**src/rtl/muldiv_seq_pkg.sv**
```systemverilog
// Shared muldiv constants: RV32M op codes, sequencer state encodings,
// and the state enum / op helpers used by the sequencer and its users.
`ifndef MULDIV_SEQ_DEFS
`define MULDIV_SEQ_DEFS
`define MUL      5'd1
`define DIV      5'd2
`define DIVU     5'd3
`define REM      5'd4
`define REMU     5'd5
`define MDS_IDLE 2'd0
`define MDS_CALC 2'd1
`define MDS_DONE 2'd2
`endif

package muldiv_seq_pkg;

    typedef enum logic [1:0] {
        ST_IDLE = `MDS_IDLE,
        ST_CALC = `MDS_CALC,
        ST_DONE = `MDS_DONE
    } mds_state_e;

    localparam logic [4:0] OP_MUL  = `MUL;
    localparam logic [4:0] OP_DIV  = `DIV;
    localparam logic [4:0] OP_DIVU = `DIVU;
    localparam logic [4:0] OP_REM  = `REM;
    localparam logic [4:0] OP_REMU = `REMU;

    function automatic logic is_m_op(input logic [4:0] op);
        return (op == `MUL) || (op == `DIV) || (op == `DIVU) ||
               (op == `REM) || (op == `REMU);
    endfunction

    function automatic logic is_rem_op(input logic [4:0] op);
        return (op == `REM) || (op == `REMU);
    endfunction

endpackage

```
**src/rtl/muldiv_seq_if.sv**
```systemverilog
// Request/response handshake bundle between the execute stage and
// the multi-cycle mul/div sequencer.
interface muldiv_seq_if #(
    parameter int XLEN = 32
);
    logic            req_valid;
    logic            req_ready;
    logic [4:0]      operation;
    logic [XLEN-1:0] ip1;
    logic [XLEN-1:0] ip2;
    logic            resp_valid;
    logic            resp_ready;
    logic [XLEN-1:0] result;
    logic            zero_flag;

    modport master (
        output req_valid, operation, ip1, ip2, resp_ready,
        input  req_ready, resp_valid, result, zero_flag
    );

    modport slave (
        input  req_valid, operation, ip1, ip2, resp_ready,
        output req_ready, resp_valid, result, zero_flag
    );
endinterface

```
**src/rtl/muldiv_step.sv**
```systemverilog
// One iteration on the {acc, q} pair: shift-add multiply (right shift)
// or restoring shift-subtract divide (left shift, quotient bit into q).
module muldiv_step #(
    parameter int XLEN = 32
) (
    input  logic            is_mul,
    input  logic [XLEN-1:0] acc_i,
    input  logic [XLEN-1:0] q_i,
    input  logic [XLEN-1:0] opnd_i,
    output logic [XLEN-1:0] acc_o,
    output logic [XLEN-1:0] q_o
);
    logic [XLEN:0] sum;
    logic [XLEN:0] rem_sh;
    logic          ge;

    always_comb begin
        sum    = {1'b0, acc_i} + (q_i[0] ? {1'b0, opnd_i} : '0);
        rem_sh = {acc_i, q_i[XLEN-1]};
        ge     = rem_sh >= {1'b0, opnd_i};
        acc_o  = '0;
        q_o    = '0;
        if (is_mul) begin
            acc_o = sum[XLEN:1];
            q_o   = {sum[0], q_i[XLEN-1:1]};
        end else if (ge) begin
            // remainder < divisor, so the difference fits in XLEN bits
            acc_o = XLEN'(rem_sh - {1'b0, opnd_i});
            q_o   = {q_i[XLEN-2:0], 1'b1};
        end else begin
            acc_o = rem_sh[XLEN-1:0];
            q_o   = {q_i[XLEN-2:0], 1'b0};
        end
    end
endmodule

```
**src/rtl/muldiv_seq.sv**
```systemverilog
// Iterative RV32M MUL/DIV/DIVU/REM/REMU sequencer with valid/ready handshake.
// MULDIV_FAST_MUL_EN: MUL done by a single-cycle multiplier at accept.
module muldiv_seq
    import muldiv_seq_pkg::*;
#(
    parameter int XLEN = 32
) (
    input  logic        clk,
    input  logic        rst_n,
    input  logic        kill,
    output logic        busy,
    muldiv_seq_if.slave bus
);
    localparam int CW = $clog2(XLEN) + 1;
    localparam logic [XLEN-1:0] SMIN = {1'b1, {(XLEN-1){1'b0}}};

    mds_state_e      state_q, state_d;
    logic [CW-1:0]   cnt_q, cnt_d;
    logic [4:0]      op_q, op_d;
    logic [XLEN-1:0] acc_q, acc_d;
    logic [XLEN-1:0] quo_q, quo_d;
    logic [XLEN-1:0] dvs_q, dvs_d;
    logic            negq_q, negq_d;
    logic            negr_q, negr_d;
    logic [XLEN-1:0] result_q, result_d;
    logic            zero_q, zero_d;

    logic            accept;
    logic            in_sgn, n1, n2, sp, in_mul;
    logic [XLEN-1:0] abs1, abs2, sp_res;
    logic [XLEN-1:0] acc_s, quo_s, fin;

    muldiv_step #(.XLEN(XLEN)) u_step (
        .is_mul (op_q == `MUL),
        .acc_i  (acc_q),
        .q_i    (quo_q),
        .opnd_i (dvs_q),
        .acc_o  (acc_s),
        .q_o    (quo_s)
    );

    assign bus.req_ready  = (state_q == ST_IDLE) && !kill;
    assign accept         = bus.req_valid && bus.req_ready;
    assign bus.resp_valid = (state_q == ST_DONE);
    assign bus.result     = result_q;
    assign bus.zero_flag  = zero_q;
    assign busy           = (state_q != ST_IDLE);

    // operand magnitudes and the single-cycle special results
    always_comb begin
        in_mul = (bus.operation == `MUL);
        in_sgn = (bus.operation == `DIV) || (bus.operation == `REM);
        n1     = in_sgn && bus.ip1[XLEN-1];
        n2     = in_sgn && bus.ip2[XLEN-1];
        abs1   = n1 ? -bus.ip1 : bus.ip1;
        abs2   = n2 ? -bus.ip2 : bus.ip2;
        sp     = 1'b0;
        sp_res = '0;
        if (!is_m_op(bus.operation)) begin
            sp = 1'b1;
        end else if (!in_mul && bus.ip2 == '0) begin
            sp     = 1'b1;
            sp_res = is_rem_op(bus.operation) ? bus.ip1 : '1;
        end else if (in_sgn && bus.ip1 == SMIN && bus.ip2 == '1) begin
            sp     = 1'b1;
            sp_res = (bus.operation == `DIV) ? SMIN : '0;
        end
`ifdef MULDIV_FAST_MUL_EN
        else if (in_mul) begin
            sp     = 1'b1;
            sp_res = bus.ip1 * bus.ip2;
        end
`endif
    end

    always_comb begin
        fin = acc_s;
        if (op_q == `MUL) begin
            fin = quo_s;
        end else if (op_q == `DIV || op_q == `DIVU) begin
            fin = negq_q ? -quo_s : quo_s;
        end else begin
            fin = negr_q ? -acc_s : acc_s;
        end
    end

    always_comb begin
        state_d  = state_q;
        cnt_d    = cnt_q;
        op_d     = op_q;
        acc_d    = acc_q;
        quo_d    = quo_q;
        dvs_d    = dvs_q;
        negq_d   = negq_q;
        negr_d   = negr_q;
        result_d = result_q;
        zero_d   = zero_q;
        if (kill) begin
            state_d = ST_IDLE;
        end else begin
            unique case (state_q)
                ST_IDLE: begin
                    if (accept) begin
                        op_d = bus.operation;
                        if (sp) begin
                            state_d  = ST_DONE;
                            result_d = sp_res;
                            zero_d   = (sp_res == '0);
                        end else begin
                            state_d = ST_CALC;
                            cnt_d   = CW'(XLEN);
                            acc_d   = '0;
                            quo_d   = in_mul ? bus.ip2 : abs1;
                            dvs_d   = in_mul ? bus.ip1 : abs2;
                            negq_d  = n1 ^ n2;
                            negr_d  = n1;
                        end
                    end
                end
                ST_CALC: begin
                    acc_d = acc_s;
                    quo_d = quo_s;
                    cnt_d = cnt_q - 1'b1;
                    if (cnt_q == CW'(1)) begin
                        state_d  = ST_DONE;
                        result_d = fin;
                        zero_d   = (fin == '0);
                    end
                end
                ST_DONE: begin
                    if (bus.resp_ready) begin
                        state_d = ST_IDLE;
                    end
                end
                default: state_d = ST_IDLE;
            endcase
        end
    end

    always_ff @(posedge clk or negedge rst_n) begin
        if (!rst_n) begin
            state_q  <= ST_IDLE;
            cnt_q    <= '0;
            op_q     <= '0;
            acc_q    <= '0;
            quo_q    <= '0;
            dvs_q    <= '0;
            negq_q   <= 1'b0;
            negr_q   <= 1'b0;
            result_q <= '0;
            zero_q   <= 1'b0;
        end else begin
            state_q  <= state_d;
            cnt_q    <= cnt_d;
            op_q     <= op_d;
            acc_q    <= acc_d;
            quo_q    <= quo_d;
            dvs_q    <= dvs_d;
            negq_q   <= negq_d;
            negr_q   <= negr_d;
            result_q <= result_d;
            zero_q   <= zero_d;
        end
    end
endmodule

```
**src/flat_wrapper.sv**
```systemverilog
// flat-port wrapper written by rule: the top's interface ports become plain ports
module muldiv_seq_flat import muldiv_seq_pkg::*;
#(
    parameter int XLEN = 32
)
  (clk, rst_n, kill, busy, bus_req_valid, bus_operation, bus_ip1, bus_ip2, bus_resp_ready, bus_req_ready, bus_resp_valid, bus_result, bus_zero_flag);
  muldiv_seq_if #(.XLEN(XLEN)) bus_i ();
  input  logic clk;
  input  logic rst_n;
  input  logic kill;
  output logic busy;
  input wire logic [$bits(bus_i.req_valid)-1:0] bus_req_valid;
  input wire logic [$bits(bus_i.operation)-1:0] bus_operation;
  input wire logic [$bits(bus_i.ip1)-1:0] bus_ip1;
  input wire logic [$bits(bus_i.ip2)-1:0] bus_ip2;
  input wire logic [$bits(bus_i.resp_ready)-1:0] bus_resp_ready;
  output wire logic [$bits(bus_i.req_ready)-1:0] bus_req_ready;
  output wire logic [$bits(bus_i.resp_valid)-1:0] bus_resp_valid;
  output wire logic [$bits(bus_i.result)-1:0] bus_result;
  output wire logic [$bits(bus_i.zero_flag)-1:0] bus_zero_flag;
  assign bus_i.req_valid = bus_req_valid;
  assign bus_i.operation = bus_operation;
  assign bus_i.ip1 = bus_ip1;
  assign bus_i.ip2 = bus_ip2;
  assign bus_i.resp_ready = bus_resp_ready;
  assign bus_req_ready = bus_i.req_ready;
  assign bus_resp_valid = bus_i.resp_valid;
  assign bus_result = bus_i.result;
  assign bus_zero_flag = bus_i.zero_flag;
  muldiv_seq #(.XLEN(XLEN)) u_core (.clk(clk), .rst_n(rst_n), .kill(kill), .busy(busy), .bus(bus_i));
endmodule
```
**config.mk**
```make
export PLATFORM = sky130hd
export DESIGN_NAME = muldiv_seq_flat
export DESIGN_NICKNAME = d
export VERILOG_FILES = /design/src/rtl/muldiv_seq_pkg.sv /design/src/rtl/muldiv_seq_if.sv /design/src/rtl/muldiv_step.sv /design/src/rtl/muldiv_seq.sv /design/src/flat_wrapper.sv
export SDC_FILE = /design/constraint.sdc
export NUM_CORES = 1
export LEC_CHECK = 0
export CAP_MARGIN = 20
export CELL_PAD_IN_SITES_DETAIL_PLACEMENT = 1
export CELL_PAD_IN_SITES_GLOBAL_PLACEMENT = 2
export CORE_MARGIN = 10
export CORE_UTILIZATION = 36
export DETAILED_ROUTE_END_ITERATION = 6
export GPL_ROUTABILITY_DRIVEN = 0
export PLACE_DENSITY_LB_ADDON = 0.2
export SETUP_SLACK_MARGIN = 0.2
export SYNTH_ARGS = -nofsm -noshare
export SYNTH_HDL_FRONTEND = slang
export SYNTH_SLANG_ARGS = --single-unit
```
**constraint.sdc**
```tcl
create_clock -name clk -period 7.65 [get_ports clk]
set_input_delay 1.53 -clock clk [delete_from_list [all_inputs] [get_ports clk]]
set_output_delay 1.53 -clock clk [all_outputs]
set_load 0.005 [all_outputs]
```
### The clock network, run 1

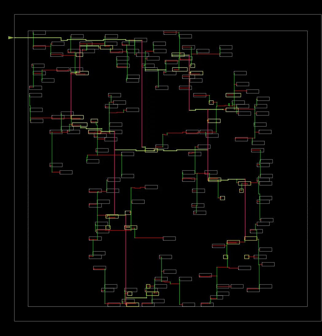
clock buf count: 19
clk pwr: 931 uW
CTS Buf Count: 17
Worst-Skew Late Latency: 0.47 ns
clock sinks: 144

### Routed metal per tile, run 1

Bar = 50 um. 23 x 23 tiles, from dark blue (low) to red (high), scaled to the fullest tile. Values are wire area over tile area, all layers added.
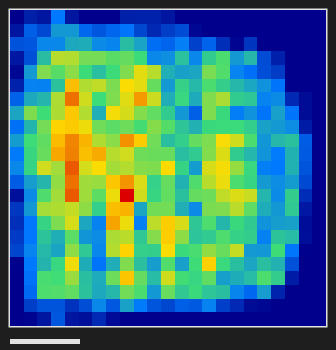
tiles over half the peak: 33%
emptiest ninth of the die: north-east
mean over tiles: 0.23
nearly empty tiles: 16%
fullest tile: 0.63
routed wire length: 73.9 mm
vias after detailed routing: 17,300
Total GRT Usage: 28.6%
Avg WL per Cell: 27.8 um

### Signal wires on met1, run 1

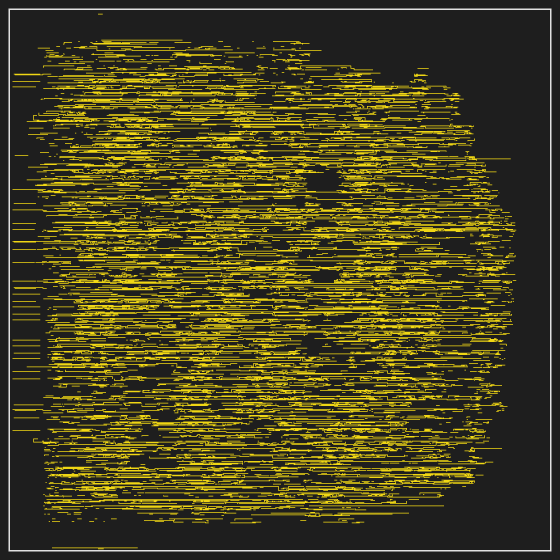
main direction: horizontal
nets with wire on the layer: 2,130
share of all routed wire: 44%
grt met1 use: 37.5%

==> GITHUB_STEP_SUMMARY, run 1 <==
## Synthesis and layout report

| Metric | Value |
|---|---|
| Outcome | `finished, final reports clean` |
| Fp_density | `36.6%` |
| Total power | `5050 uW` |
| Flip-flops with a built-in enable | `0` |
| # DRC | `0` |
| Vias/cell | `6.52` |
| Top-area cell share | `23.4%` |
| Most numerous logic cells after layout | `256 x nand2_1, 190 x o21ai_0, 161 x nor2_1, 146 x a21oi_1, 144 x dfrtp_1` |
| Log Warnings | `28` |
| Final Cell Area | `0.0176 sq mm` |
| PD cells | `287 mW/mm^2` |
| Biggest Area Class | `multi-input combinational cells` |
| Largest net degree at the start of global routing | `83` |
| Wl on met1 | `32.8 mm` |
| Final tally of hold violations | `0` |
| # Post-CTS Setup Buffers | `0` |
| DRT antenna net count | `0` |
| Dominant register cell | `dfrtp_1` |
| Final min period | `6.38 ns` |
| Leading power group | `combinational logic` |
| Seq. pwr | `1250 uW` |
| Crit Path Category | `input port to flip-flop` |
| First DRT Iteration DRCs | `1,477` |
| Crit path from | `bus_ip1[13]` |
| Internal power | `2580 uW` |
| Sw frac | `49.0%` |
| Slew @ Worst Pin | `1.03 ns` |
| Final-layout non-clock buffer area share | `8.41%` |
| Yosys top cell by instances | `nand2_1` |
| CP arrival | `6.76 ns` |
| DRT Pass-1 Iters | `7` |
| Synth Area per Inst | `7.39 sq um` |
| Max Slew Vio Count | `0` |
| Slowest-stage cell, CP | `nor4_1` |
| Synthesis Warnings | `0` |
| Post-synth top area cell | `dfrtp_1` |
| Complex Gates by Area | `33.0%` |
| DP HPWL | `56.6 mm` |
| Fin worst setup slack | `1.27 ns` |
| Simple-gate share of the synthesized area | `22.0%` |
| CTS tree | `yes` |
| Util after Layout | `41.8%` |
| DIE AREA | `0.0515 sq mm` |
| Post-Layout Cell Count | `2,655` |
| Multi-input comb cells | `1,715` |
| Largest family of logic cells by area | `AND-OR/OR-AND gates` |
| Async SR Flop Fraction | `100%` |
| Comb. pwr | `2870 uW` |
| Tcrit/Tclk final | `83.4%` |
| Top Ports | `110` |
| Core Region | `0.0421 sq mm` |
| Synth Seq Share | `23.4%` |
| Yosys reg bits | `144` |
| Clk pwr share | `18.4%` |
| Area taken by flip-flops and latches | `0.00360 sq mm` |
| Multi-input combinational area share | `62.2%` |
| Layout net count | `2,248` |
| Antenna violations before repair | `3` |
| Vias in the first global route | `17,500` |
| Placed insts | `2,620` |
| Register share of the cell area | `20.5%` |
| Worst Hold Depth | `1` |
| # fillers | `5,154` |
| R2R Path Start | `u_core.acc_q[2]` |
| Met2 wire len | `33.7 mm` |
| Worst reg2reg path depth | `21` |
| WP buf/inv | `1` |
| FF-to-FF End | `u_core.bus.zero_flag` |
| Hold Path Class | `flip-flop to flip-flop` |
--- run 2 (diff from run 1) ---
Settings changed: CORE_UTILIZATION 36 to 32.
Clock period 7.65 ns to 5.5 ns, I/O delays scaled along.
### Signal wires on met1, run 2

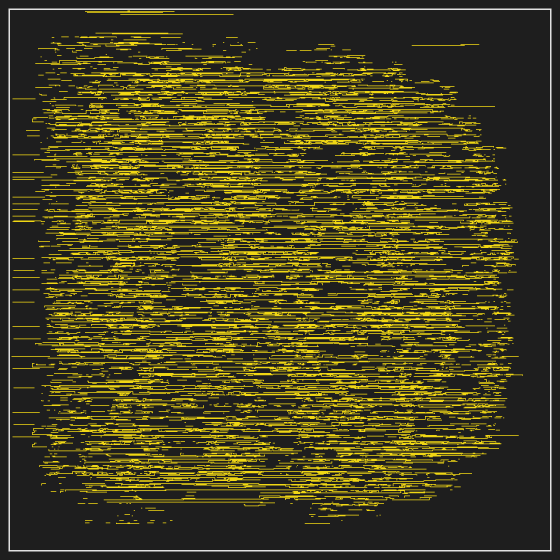
longest straight run: 90.2 um
nets with wire on the layer: 2,371
vias after detailed routing: 18,100
routed wire length: 79.2 mm
grt met1 use: 34.8%

==> run 2 against run 1 <==
  * Non-clock buffer count increased by 259
  * Via count increased by 4.4%
  * Synthesized cell count unchanged
  * Total power grew 61%
  * Sequential share of layout area shrank 2.7 points
  * Setup slack lost 0.97 ns
  * Count of clock-buffer cells in the layout fell by 1
  * Final cell count up 13%
  * Register-to-register slack got worse by 1.1 ns
  * First-iteration DRC count is 4.7% lower
  * Critical path type is now flip-flop to flip-flop
  * Largest power group unchanged
  * Utilization rose by 0.64 points
==> GITHUB_STEP_SUMMARY, run 2 <==
## Synthesis and layout report

| Metric | Value |
|---|---|
| Complex Gates by Area | `33.0%` |
| R2R Setup Slk | `0.31 ns` |
| Register share of the cell area | `17.8%` |
| Hold bufs inserted after CTS | `0` |
| Adder Share, Synth | `6.02%` |
| CTS tree | `yes` |
| Seq. pwr | `1700 uW` |
| Antenna violations before repair | `4` |
| Leading power group | `combinational logic` |
| Flip-flops with a built-in enable | `0` |
| Synth Area per Inst | `7.39 sq um` |
| Wl on met1 | `34.7 mm` |
| Tapcell count | `615` |
| Slowest-stage cell, CP | `a2111oi_0` |
| PD cells | `401 mW/mm^2` |
| Share of layout cells above drive strength 1 | `19.9%` |
| Worst hold start | `u_core.bus.result[6]` |
| Top Ports | `110` |
| Most numerous logic cells after layout | `295 x buf_4, 252 x nand2_1, 184 x o21ai_0, 156 x nor2_1, 143 x dfrtp_1` |
| Final-layout non-clock buffer area share | `17.0%` |
| Avg WL per Cell | `26.5 um` |
| Slew @ Worst Pin | `0.965 ns` |
| DRT Pass-1 Iters | `5` |
| Synthesis Warnings | `0` |
| Yosys reg bits | `144` |
| CTS Root Cell | `clkbuf_16` |
| DIE AREA | `0.0574 sq mm` |
| Outcome | `finished, final reports clean` |
| Largest net degree at the start of global routing | `84` |
| Multi-input comb cells | `1,716` |
| Async SR Flop Fraction | `100%` |
| Top-area cell share | `23.4%` |
| First DRT Iteration DRCs | `1,407` |
| Total GRT Usage | `27.2%` |
| Cells after Synth | `2,088` |
| Vias/cell | `6.05` |
| Log Warnings | `29` |
| Final Cell Area | `0.0203 sq mm` |
| Yosys top cell by instances | `nand2_1` |
| Diodes inserted | `0` |
| Sw frac | `47.4%` |
| Placed insts | `2,938` |
| Worst Hold Depth | `1` |
| Max Used Layer | `met4` |
| Worst reg2reg path depth | `22` |
| Simple-gate share of the synthesized area | `22.0%` |
| Tcrit/Tclk final | `94.4%` |
| Util after Layout | `42.4%` |
| R2R Path Start | `u_core.dvs_q[1]` |
| WP buf/inv | `6` |
| Fin worst setup slack | `0.306 ns` |
| Leak | `0.00840 uW` |
| Max Slew Vio Count | `0` |
| Core Region | `0.0477 sq mm` |
| # resized after CTS | `20` |
| Met2 wire len | `37.3 mm` |
| CTS Buf Count | `17` |
| Fp_density | `32.3%` |
| Comb. pwr | `5220 uW` |
| Post-synth top area cell | `dfrtp_1` |
| Clock sinks | `144` |
| Total power | `8120 uW` |
| CTS clk-pin slew, worst paths | `0.07 ns` |
| DRT antenna net count | `0` |
| Vias in the first global route | `18,600` |
| Peak Freq | `0.193 GHz` |
| # DRC | `0` |
| Multi-input gate area | `0.0116 sq mm` |
| Post-Layout Cell Count | `2,988` |
| Biggest Area Class | `multi-input combinational cells` |
| # fillers | `5,787` |
| Internal power | `4270 uW` |
| Clk pwr share | `14.8%` |
| DP HPWL | `62.2 mm` |
| Skew final | `0.0186 ns` |
| Port Buffers | `109` |
| Synth Seq Share | `23.4%` |
| Largest fanout on the critical path | `6` |
| Final tally of hold violations | `0` |
| Multi-input combinational area share | `57.3%` |
| Dominant register cell | `dfrtp_1` |
| Area taken by flip-flops and latches | `0.00360 sq mm` |
| FF-to-FF End | `u_core.bus.zero_flag` |
| Largest family of logic cells by area | `AND-OR/OR-AND gates` |
| Crit Path Category | `flip-flop to flip-flop` |
| CP arrival | `5.59 ns` |
| Crit path from | `u_core.dvs_q[1]` |
| # Post-CTS Setup Buffers | `4` |
| Layout net count | `2,508` |
| GR Util met3 | `3.88%` |
| Hold Path Class | `flip-flop to flip-flop` |
| Global-route track usage on met2 | `45.1%` |
| Final min period | `5.19 ns` |
### The clock network, run 2

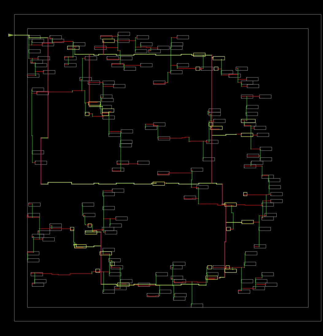
Flops: 144
clock buf count: 18
clk pwr: 1200 uW
Worst-Skew Late Latency: 0.49 ns

No activity file was given, so power comes from the tool's default toggle rates.
